[src/rtl/serial_add_sub_if.sv]
// Handshake and data bundle for the bit-serial adder/subtractor.
// The master issues operands and start; the slave returns status, result and flags.
interface serial_add_sub_if #(
    parameter int WIDTH = 8
);
    logic             start;
    logic             sub;
    logic [WIDTH-1:0] a;
    logic [WIDTH-1:0] b;
    logic             busy;
    logic             done;
    logic [WIDTH-1:0] result;
    logic             cy_out;
    logic             overflow;

    modport master (
        output start, sub, a, b,
        input  busy, done, result, cy_out, overflow
    );

    modport slave (
        input  start, sub, a, b,
        output busy, done, result, cy_out, overflow
    );
endinterface

[src/rtl/serial_add_sub_unit.sv]
// Bit-serial two's-complement adder/subtractor: one full-adder slice plus a carry
// flop processes one bit per clock, LSB first, with a start/busy/done handshake.
module serial_add_sub_unit #(
    parameter int WIDTH = 8
) (
    input  logic             clk,
    input  logic             rst,
    serial_add_sub_if.slave  bus
);

    localparam int CNT_W = (WIDTH > 2) ? $clog2(WIDTH) : 1;
    localparam logic [CNT_W-1:0] CNT_LAST = CNT_W'(WIDTH - 1);
    localparam logic [CNT_W-1:0] CNT_MSB_IN = CNT_W'(WIDTH - 2);

    typedef enum logic [1:0] {
        IDLE = 2'd0,
        RUN  = 2'd1,
        DONE = 2'd2
    } state_e;

    state_e           state_q, state_d;
    logic [WIDTH-1:0] sa_q, sa_d;
    logic [WIDTH-1:0] sb_q, sb_d;
    logic [WIDTH-1:0] res_q, res_d;
    logic [CNT_W-1:0] cnt_q, cnt_d;
    logic             carry_q, carry_d;
    logic             c_msb_q, c_msb_d;
    logic             cy_q, cy_d;
    logic             ovf_q, ovf_d;

    logic             s_bit;
    logic             c_bit;

    // The single full-adder slice.
    always_comb begin
        s_bit = sa_q[0] ^ sb_q[0] ^ carry_q;
        c_bit = (sa_q[0] & sb_q[0]) | (sa_q[0] & carry_q) | (sb_q[0] & carry_q);
    end

    always_comb begin
        // NOTE: every signal takes its held value first so no path leaves one unassigned (no latches).
        state_d = state_q;
        sa_d    = sa_q;
        sb_d    = sb_q;
        res_d   = res_q;
        cnt_d   = cnt_q;
        carry_d = carry_q;
        c_msb_d = c_msb_q;
        cy_d    = cy_q;
        ovf_d   = ovf_q;

        unique case (state_q)
            IDLE, DONE: begin
                if (bus.start) begin
                    // Subtraction is a + ~b + 1: invert B and seed the carry with 1.
                    sa_d    = bus.a;
                    sb_d    = bus.sub ? ~bus.b : bus.b;
                    carry_d = bus.sub;
                    cnt_d   = '0;
                    state_d = RUN;
                end else begin
                    state_d = IDLE;
                end
            end

            RUN: begin
                res_d   = {s_bit, res_q[WIDTH-1:1]};
                sa_d    = sa_q >> 1;
                sb_d    = sb_q >> 1;
                carry_d = c_bit;
                cnt_d   = cnt_q + CNT_W'(1);
                if (cnt_q == CNT_MSB_IN) begin
                    c_msb_d = c_bit;
                end
                if (cnt_q == CNT_LAST) begin
                    state_d = DONE;
                    cy_d    = c_bit;
                    ovf_d   = c_msb_q ^ c_bit;
                end
            end

            default: begin
                state_d = IDLE;
            end
        endcase
    end

    always_ff @(posedge clk) begin
        // NOTE: sequential state uses non-blocking assignments so all flops update together.
        if (rst) begin
            // NOTE: the operand shift registers are reset too; they are plain flops, not a memory array.
            state_q <= IDLE;
            sa_q    <= '0;
            sb_q    <= '0;
            res_q   <= '0;
            cnt_q   <= '0;
            carry_q <= 1'b0;
            c_msb_q <= 1'b0;
            cy_q    <= 1'b0;
            ovf_q   <= 1'b0;
        end else begin
            state_q <= state_d;
            sa_q    <= sa_d;
            sb_q    <= sb_d;
            res_q   <= res_d;
            cnt_q   <= cnt_d;
            carry_q <= carry_d;
            c_msb_q <= c_msb_d;
            cy_q    <= cy_d;
            ovf_q   <= ovf_d;
        end
    end

    assign bus.busy     = (state_q == RUN);
    assign bus.done     = (state_q == DONE);
    assign bus.result   = res_q;
    assign bus.cy_out   = cy_q;
    assign bus.overflow = ovf_q;

endmodule
[src/flat_wrapper.sv]
// flat-port wrapper written by rule: the top's interface ports become plain ports
module serial_add_sub_unit_flat 
#(
    parameter int WIDTH = 8
)
  (clk, rst, bus_start, bus_sub, bus_a, bus_b, bus_busy, bus_done, bus_result, bus_cy_out, bus_overflow);
  serial_add_sub_if #(.WIDTH(WIDTH)) bus_i ();
  input  logic clk;
  input  logic rst;
  input wire logic [$bits(bus_i.start)-1:0] bus_start;
  input wire logic [$bits(bus_i.sub)-1:0] bus_sub;
  input wire logic [$bits(bus_i.a)-1:0] bus_a;
  input wire logic [$bits(bus_i.b)-1:0] bus_b;
  output wire logic [$bits(bus_i.busy)-1:0] bus_busy;
  output wire logic [$bits(bus_i.done)-1:0] bus_done;
  output wire logic [$bits(bus_i.result)-1:0] bus_result;
  output wire logic [$bits(bus_i.cy_out)-1:0] bus_cy_out;
  output wire logic [$bits(bus_i.overflow)-1:0] bus_overflow;
  assign bus_i.start = bus_start;
  assign bus_i.sub = bus_sub;
  assign bus_i.a = bus_a;
  assign bus_i.b = bus_b;
  assign bus_busy = bus_i.busy;
  assign bus_done = bus_i.done;
  assign bus_result = bus_i.result;
  assign bus_cy_out = bus_i.cy_out;
  assign bus_overflow = bus_i.overflow;
  serial_add_sub_unit #(.WIDTH(WIDTH)) u_core (.clk(clk), .rst(rst), .bus(bus_i));
endmodule
[config.mk]
export PLATFORM = sky130hd
export DESIGN_NAME = serial_add_sub_unit_flat
export DESIGN_NICKNAME = d
export VERILOG_FILES = /design/src/rtl/serial_add_sub_if.sv /design/src/rtl/serial_add_sub_unit.sv /design/src/flat_wrapper.sv
export SDC_FILE = /design/constraint.sdc
export NUM_CORES = 1
export LEC_CHECK = 0
export CAP_MARGIN = 20
export CORE_ASPECT_RATIO = 2
export CORE_UTILIZATION = 49
export DETAILED_ROUTE_END_ITERATION = 8
export PLACE_DENSITY_LB_ADDON = 0.08
export SYNTH_ARGS = -nofsm -noshare
export SYNTH_HDL_FRONTEND = slang
export SYNTH_SLANG_ARGS = --single-unit
[constraint.sdc]
create_clock -name clk -period 1.4 [get_ports clk]
set_input_delay 0.21 -clock clk [delete_from_list [all_inputs] [get_ports clk]]
set_output_delay 0.21 -clock clk [all_outputs]
set_load 0.05 [all_outputs]
run_1/ff_map.png
Bar = 10 um.
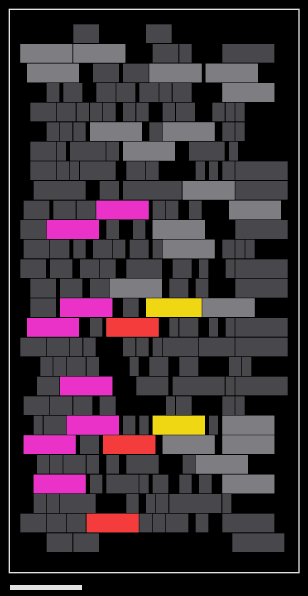
name in the netlist	color	placed flops
u_core.cnt_q	red	3
u_core.sb_q	magenta	8
u_core.state_q	yellow	2

run_1/placed.png
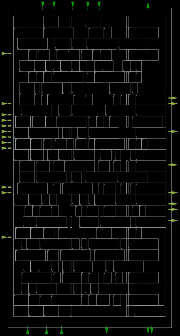
FF+latch count: 33
post-route insts no fill: 227
std cell rows: 27
sequential fraction of total cell area: 33.1%
filler cell count: 206

==> summary.log, run 1 <==
INFO  outcome        outcome=finished, final reports clean
INFO  synthesis      synth-cells-yosys=165
INFO  flow_run       max-cap-violations=0
INFO  critical_path  worst_path_largest_cell_delay=320ps
INFO  sta            skew=2.16ps
INFO  global_route   groute.layer.met3.usage=5.93%
INFO  critical_path  worstSetupPathType=reg2out
INFO  global_route   grt_most_used_layer=met2
INFO  layout         seq_area=662squm
INFO  synthesis      syn-num-nets=189
INFO  clocking       worst_skew_pair.late_latency=280ps
INFO  sta            totalNegativeSetupSlack=0ps
INFO  sta            worst-slew-pin-transition=236ps
INFO  routing        drt_first_pass_iters=4
INFO  routing        routed-wl-met2=1780um
INFO  floorplan      die_area=3130squm
INFO  critical_path  r2r-end=u_core.bus.overflow
INFO  routing        detail_route.wl_per_cell=13.4um
INFO  critical_path  cpMaxStageDelayCell=dfxtp_1
INFO  routing        routed_vias_inst=5.67
INFO  global_route   grt.met2_usage=40.6%
INFO  layout         n_antenna_cell=0
INFO  critical_path  setup.worst_path.end_class=primary output
INFO  worst_hold_path holdCritStartpoint=u_core.sb_q[2]
INFO  layout         area_growth=40.8%
INFO  routing        count_of_vias_placed_by_the_detailed_router=1,287
INFO  flow_run       tool_warnings=27
INFO  floorplan      standard_cell_core_area=2740squm
INFO  critical_path  critPathLaunch=u_core.state_q[1]
INFO  critical_path  worst-r2r-cell-count=4
INFO  synthesis      synthesis.area=1420squm
INFO  synthesis      syn_avg_cell_area=8.60squm
INFO  floorplan      die-height=78.1um
INFO  global_route   maximum_number_of_pins_on_one_net_before_global_route_repair=34
INFO  routing        drt_iter0_markers=36
INFO  critical_path  critical_path_required=1190ps
INFO  synthesis      numSynthFlops=33
INFO  global_route   gr-usage-met1=23.4%
INFO  global_route   overflow_after_grt=0
INFO  critical_path  regToRegSetupSlack=150ps
INFO  critical_path  critPathTopFamily=buffers and inverters
INFO  sta            max-slew-margin-rel=84.2%
INFO  layout         layout.nets=222
INFO  critical_path  cp_common_cell=buf_12
INFO  placed_design  routabilityCongestion=0.733
INFO  sta            final-setup-viol-count=0
INFO  sta            final-max-slew-violation-count=0
INFO  worst_hold_path hold_critical_path_endpoint=u_core.sb_q[2]
INFO  sta            fmaxAchievable=0.762GHz
INFO  routing        routedLengthMet1=1060um
INFO  routing        highest_layer=met4
INFO  synthesis      synth_chip_area=1420squm
INFO  critical_path  worstPathCellList=nand2b_4 > inv_2 > buf_12 > buf_12
INFO  routing        route.met3.wl=130um
INFO  floorplan      io_pins=32
INFO  global_route   track_usage=23.2%
INFO  synthesis      synthDistinctLibCells=21
INFO  clocking       cts_htree_levels=2
INFO  critical_path  cp.arrival=1100ps
INFO  clocking       clockRootBuffer=clkbuf_8
INFO  clocking       clk_path_buf_depth=2
INFO  critical_path  regToRegStartpoint=u_core.carry_q
INFO  critical_path  path_max_fanout=16
INFO  synthesis      ys.warnings.count=0
INFO  layout         combGateArea=676squm
INFO  critical_path  cp_num_buf_inv=3
INFO  pwr            power_density=1030nW/um^2
INFO  global_route   grt_first_pass_wirelength=5090um
INFO  sta            hold_viol=0
INFO  clocking       tritoncts=done
INFO  routing        drc_errors=0
INFO  placed_design  placement.io_buffers=31
INFO  worst_hold_path min_path_cells=2
INFO  layout         post_route_cells_drive_above_1_share=16.2%
INFO  synthesis      syn_inst=165
INFO  routing        totalWireLength=3030um
INFO  worst_hold_path worst_hold_path_type=reg2reg
INFO  sta            final.period_utilization=93.8%
INFO  floorplan      effective_utilization_at_floorplan=51.9%
INFO  placed_design  placed_cells=220
INFO  critical_path  worstSetupStartpointType=register
INFO  pwr            ir_worst_vdd=748uV
INFO  clocking       cts_hold_buf=0
INFO  pwr            leakagePower=0.746nW
INFO  sta            rsz0062_at_grt=no
INFO  routing        count_of_antenna_violating_nets_left_after_detailed_routing=0
INFO  clocking       tritoncts_num_sinks=33
INFO  sta            finalWorstPathRequiredPeriod=1310ps
INFO  clocking       cts_inserted_buffers=5
INFO  global_route   via_count_of_the_first_global_routing_pass=1,229
INFO  clocking       clkTransAtPathRegs=60ps
INFO  floorplan      die_w=40.1um
INFO  placed_design  hpwlAfterDp=2260um
INFO  synthesis      synth_sequential_area_ratio=46.6%
INFO  global_route   antenna_found_initial=0
run_1/gates.png
Bar = 10 um.
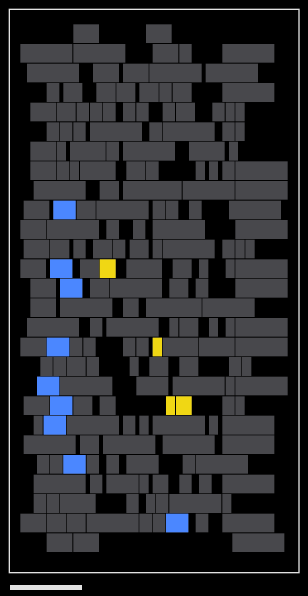
family	color	cells
xor and xnor cells	blue	9
nor cells	yellow	4

==> run 1: cells by family (layout without fill, tap and decap cells) <==
| kind of cell | count (synthesis) | in the layout | share of synthesized area [%] |
|---|---|---|---|
| fa+ha+maj | 4 | 4 | 4.06 |
| compound gates | 48 | 48 | 19.8 |
| xor+xnor | 9 | 9 | 5.56 |
| flops | 33 | 33 | 46.6 |
| simple gates | 54 | 54 | 17.5 |
| buf+inv | 17 | 50 | 6.52 |
==> run 1: sequential cells by signal, indices dropped and copies added, names as in the netlist <==
name                 count
u_core.sa_q              8
u_core.state_q           2
u_core.c_msb_q           1
u_core.bus.overflow      1
u_core.sb_q              8
u_core.cnt_q             3
u_core.carry_q           1
u_core.bus.cy_out        1
u_core.bus.result        8
==> run 1: worst max-delay path by stage <==
stage	end	slack [ps]	cells after the start
floorplan	bus_done	170	1
global route	bus_busy	40	4
finish	bus_busy	90	4
CTS	bus_busy	5	4
detailed placement	u_core.sb_q[6]	20	5
global placement	u_core.sb_q[6]	60	5
==> run 1: power breakdown <==
part           switching (mW)  total (mW)  internal [mW]
Clock                   0.323       0.712          0.389
Sequential             0.0315        1.02          0.985
Combinational           0.168       0.333          0.165
==> run 1: what timing repair did <==
action	4_1_cts	5_1_grt
buffers inserted	0	0
resized	2	4
hold endpoints to repair	0	0
cloned	0	0
setup endpoints to repair	1	2
==> run 1: cell usage in the layout (no fill, tap or decap), types with 3 or more instances in the layout <==
cell / n
dfxtp_1: 32
a21oi_1: 31
nand2_1: 23
nand3_1: 22
clkdlybuf4s50_1: 19
a22oi_1: 15
buf_12: 14
xor2_1: 9
buf_4: 8
clkbuf_8: 6
ha_1: 3
==> run 1: worst register-to-register path, stage by stage, from the launching register on <==
cell and delay (ps):
dfxtp_1 330, fa_2 450, xor2_1 180, nand3_1 90, a21oi_1 140
==> run 1: synthesized netlist by cell type <==
master	number	share of area, %
buf_2	8	2.8
nor2_1	2	0.53
nand2_1	23	6.1
ha_1	3	2.6
inv_2	1	0.26
a21oi_1	31	11
nand3_1	22	7.8
nand3b_1	1	0.53
inv_1	1	0.26
xor2_1	9	5.6
buf_6	2	1.6
buf_4	1	0.53
o21ai_0	1	0.35
fa_1	1	1.4
clkbuf_1	4	1.1
nand4_1	1	0.44
dfxtp_1	33	47
nor2b_1	2	0.88
nand2b_1	3	1.3
a22oi_1	15	7.9
o21a_1	1	0.53
==> run 1: final cells by class <==
class                   instances  share of cell area [%]
clock buffers                   7                    4.32
flip-flops and latches         33                    33.1
well taps                      29                    1.82
multi-input cells             115                    33.8
repair buffers                 41                    26.5
inverters                       2                   0.376
==> run 1: stage by stage <==
step	power [mW]	cell area, sq um	hold slack [ps]	worst slack (ps)	utilization [%]
after global placement	1.34	1890	454	55.9	69.0
final	2.06	2000	474	87.3	73.0
after floorplan	1.22	1420	346	167	-
after detailed placement	1.36	1890	466	18.2	69.0
after CTS	2.07	1980	474	5.15	72.3
after global routing	2.15	2000	494	38.3	73.0
run_1/layers.png
Bar = 10 um.
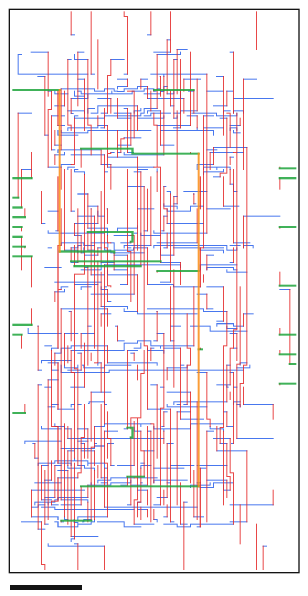

==> run 2, diff against run 1 <==
==> constraint.sdc (replaced) <==
create_clock -name clk -period 1.4 [get_ports clk]
set_input_delay 0.28 -clock clk [delete_from_list [all_inputs] [get_ports clk]]
set_output_delay 0.28 -clock clk [all_outputs]
set_load 0.05 [all_outputs]
run_2/layers.png
Bar = 10 um.
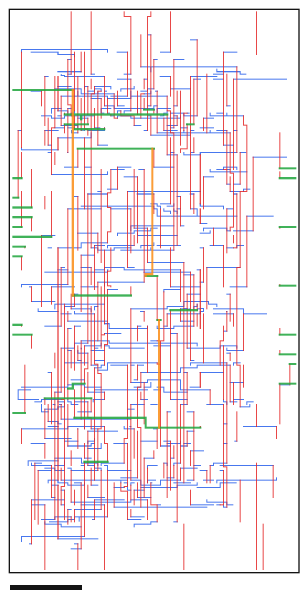
layer	color	wire length
M1	blue	1,070 um
M2	red	1,690 um
M3	green	126 um
M4	orange	62.1 um

==> run 2 against run 1 <==
- sequential cell count unchanged
- total power shrank 2.4%
- critical path depth down 2
- sequential power about the same
- via count rose by 1.6%
- core utilization shrank 0.41 points
- non-clock buffer count up 1
- fmax down 3.0%
- highest routed layer unchanged
==> summary.log, run 2 <==
INFO  outcome        outcome=finished, final reports clean
INFO  sta            totalNegativeSetupSlack=0ps [unchanged]
INFO  critical_path  setup.worst_path.end_class=primary output
INFO  pwr            leakagePower=0.742nW [-0.54%]
INFO  critical_path  critical_path_required=1120ps [-70 ps]
INFO  global_route   antenna_found_initial=0 [unchanged]
INFO  synthesis      post_synth_main_area_contributors=dfxtp_1 (47%), a21oi_1 (11%), a22oi_1 (7.9%)
INFO  synthesis      edf_count=0 [unchanged]
INFO  routing        drt_iter0_markers=19 [-47%]
INFO  sta            worst_slack=46.8ps [-40.6 ps]
INFO  layout         final_cells=229 [+0.88%]
INFO  worst_hold_path worst_hold_path_type=reg2reg
INFO  critical_path  worstSetupPathType=reg2out
INFO  critical_path  regToRegSetupSlack=170ps [+20 ps]
INFO  synthesis      yosys.cell_count.top_type=dfxtp_1
INFO  sta            final-max-slew-violation-count=0 [unchanged]
INFO  clocking       worst_skew_pair.late_latency=280ps [about the same]
INFO  global_route   overflow_after_grt=0 [unchanged]
INFO  placed_design  place_worst_setup_slack=-28.5ps [-46.6 ps]
INFO  layout         most-common-layout-cells=dfxtp_1 (32), a21oi_1 (31), nand2_1 (23), nand3_1 (22), clkdlybuf4s50_1 (19)
INFO  sta            fmaxAchievable=0.739GHz [-3.0%]
INFO  sta            worst-slew-pin-transition=269ps [+33.3 ps]
INFO  placed_design  placement.cell_area=1900squm [+0.40%]
INFO  pwr            total_power_consumption_of_the_routed_design=2.01mW [-2.4%]
INFO  routing        totalWireLength=2950um [-2.7%]
INFO  synthesis      synth-cells-yosys=165 [unchanged]
INFO  placed_design  routabilityCongestion=0.723 [-1.4%]
INFO  layout         layout.nets=223 [+0.45%]
INFO  layout         n_antenna_cell=0 [unchanged]
INFO  synthesis      postSynth.topFlopCell=dfxtp_1
INFO  synthesis      ys.warnings.count=0 [unchanged]
INFO  clocking       clockRootBuffer=clkbuf_8
INFO  layout         post-route-util=72.6% [-0.41 points]
INFO  layout         layout.cells.most_common=dfxtp_1
INFO  synthesis      syn-num-nets=189 [unchanged]
INFO  synthesis      synth-async-reset-ratio=0% [unchanged]
INFO  pwr            power_density=1010nW/um^2 [-1.9%]
INFO  synthesis      synth_area_leader_cell=dfxtp_1
INFO  floorplan      die_area=3130squm [unchanged]
INFO  floorplan      effective_utilization_at_floorplan=51.9% [unchanged]
INFO  clocking       clkTransAtPathRegs=60ps [about the same]
INFO  routing        count_of_vias_placed_by_the_detailed_router=1,307 [+1.6%]
INFO  pwr            ir_worst_vdd=862uV [+15%]
INFO  floorplan      io_pins=32 [unchanged]
INFO  layout         seq_area=662squm [unchanged]
INFO  layout         nFillCells=209 [+1.5%]
INFO  layout         stdcell_area=1990squm [-0.56%]
INFO  clocking       clk_path_buf_depth=2 [unchanged]
INFO  critical_path  worst_path_largest_cell_delay=340ps [+20 ps]
INFO  global_route   track_usage=21.2% [-2.1 points]
INFO  flow_run       max-cap-violations=0 [unchanged]
INFO  floorplan      die-height=78.1um [unchanged]
INFO  synthesis      syn_avg_cell_area=8.60squm [unchanged]
INFO  placed_design  placement.io_buffers=31 [unchanged]
INFO  critical_path  worstPathCellList=nor2b_1 > buf_12
INFO  floorplan      die_w=40.1um [unchanged]
INFO  global_route   via_count_of_the_first_global_routing_pass=1,190 [-3.2%]
INFO  floorplan      placementRows=27 [unchanged]
INFO  routing        detail_route.wl_per_cell=12.9um [-3.6%]
INFO  routing        routed_vias_inst=5.71 [+0.67%]
INFO  critical_path  cpMaxStageDelayCell=dfxtp_1
INFO  routing        drt_first_pass_iters=5 [+1]
INFO  clocking       ctsResizeCount=0 [-2]
INFO  sta            skew=2.42ps [+0.256 ps]
INFO  sta            timing.hold.ws=466ps [-7.54 ps]
INFO  flow_run       tool_warnings=27 [unchanged]
INFO  synthesis      synth_sequential_area_ratio=46.6% [unchanged]
INFO  sta            max-slew-margin-rel=82.0% [-2.2 points]
INFO  clocking       tritoncts=done
INFO  clocking       cts_inserted_buffers=5 [unchanged]
INFO  global_route   maximum_number_of_pins_on_one_net_before_global_route_repair=34 [unchanged]
[run 2: cell types whose count changed in the layout (fill, tap and decap cells not counted), sizes merged]
cell,before,now
buf,22,23
clkbuf,7,8
[run 2: worst max-delay path: cells and delay by family, from the launching register on]
family                 cells  cell delay (ps)
DFF                        1              340
buffers and inverters      1              180
and+or+nand+nor            1              270
[run 2: final cells by class]
class                   count  share of cell area (%)
repair buffers             42                    26.4
inverters                   2                   0.378
multi-input cells         115                    34.0
well taps                  29                    1.83
clock buffers               8                    4.03
flip-flops and latches     33                    33.3
[run 2: final timing paths]
check,endpoint,depth (start not counted),from
worst max register to register,u_core.bus.overflow,4,u_core.carry_q
worst min-delay path,u_core.sb_q[7],2,u_core.sb_q[7]
worst max-delay path,bus_done,2,u_core.state_q[1]
worst min register to register,u_core.sb_q[7],2,u_core.sb_q[7]
[run 2: report_power, final]
part / total (mW) / internal (mW) / switching [mW]
logic: 0.324 / 0.160 / 0.164
registers: 1.02 / 0.985 / 0.0310
clock network: 0.671 / 0.353 / 0.318
total: 2.01 / 1.50 / 0.513
[run 2: kinds of logic after synthesis]
family	after synthesis	share of synthesized area, %
AND/OR/NAND/NOR	54	17.5
AND-OR/OR-AND	48	19.8
flip-flops	33	46.6
buffers and inverters	17	6.52
XOR/XNOR	9	5.56
adder cells (fa/ha/maj)	4	4.06
[run 2: routing by layer]
metal / up-vias / routed length [um] / track usage [%]
li1: 640 / - / -
met1: 613 / 1070 / 19.9
met2: 48 / 1690 / 38.1
met3: 6 / 125 / 5.08
met4: 0 / 62 / 10.3
met5: - / 0 / 0
Power is estimated from default activity; no workload was simulated.
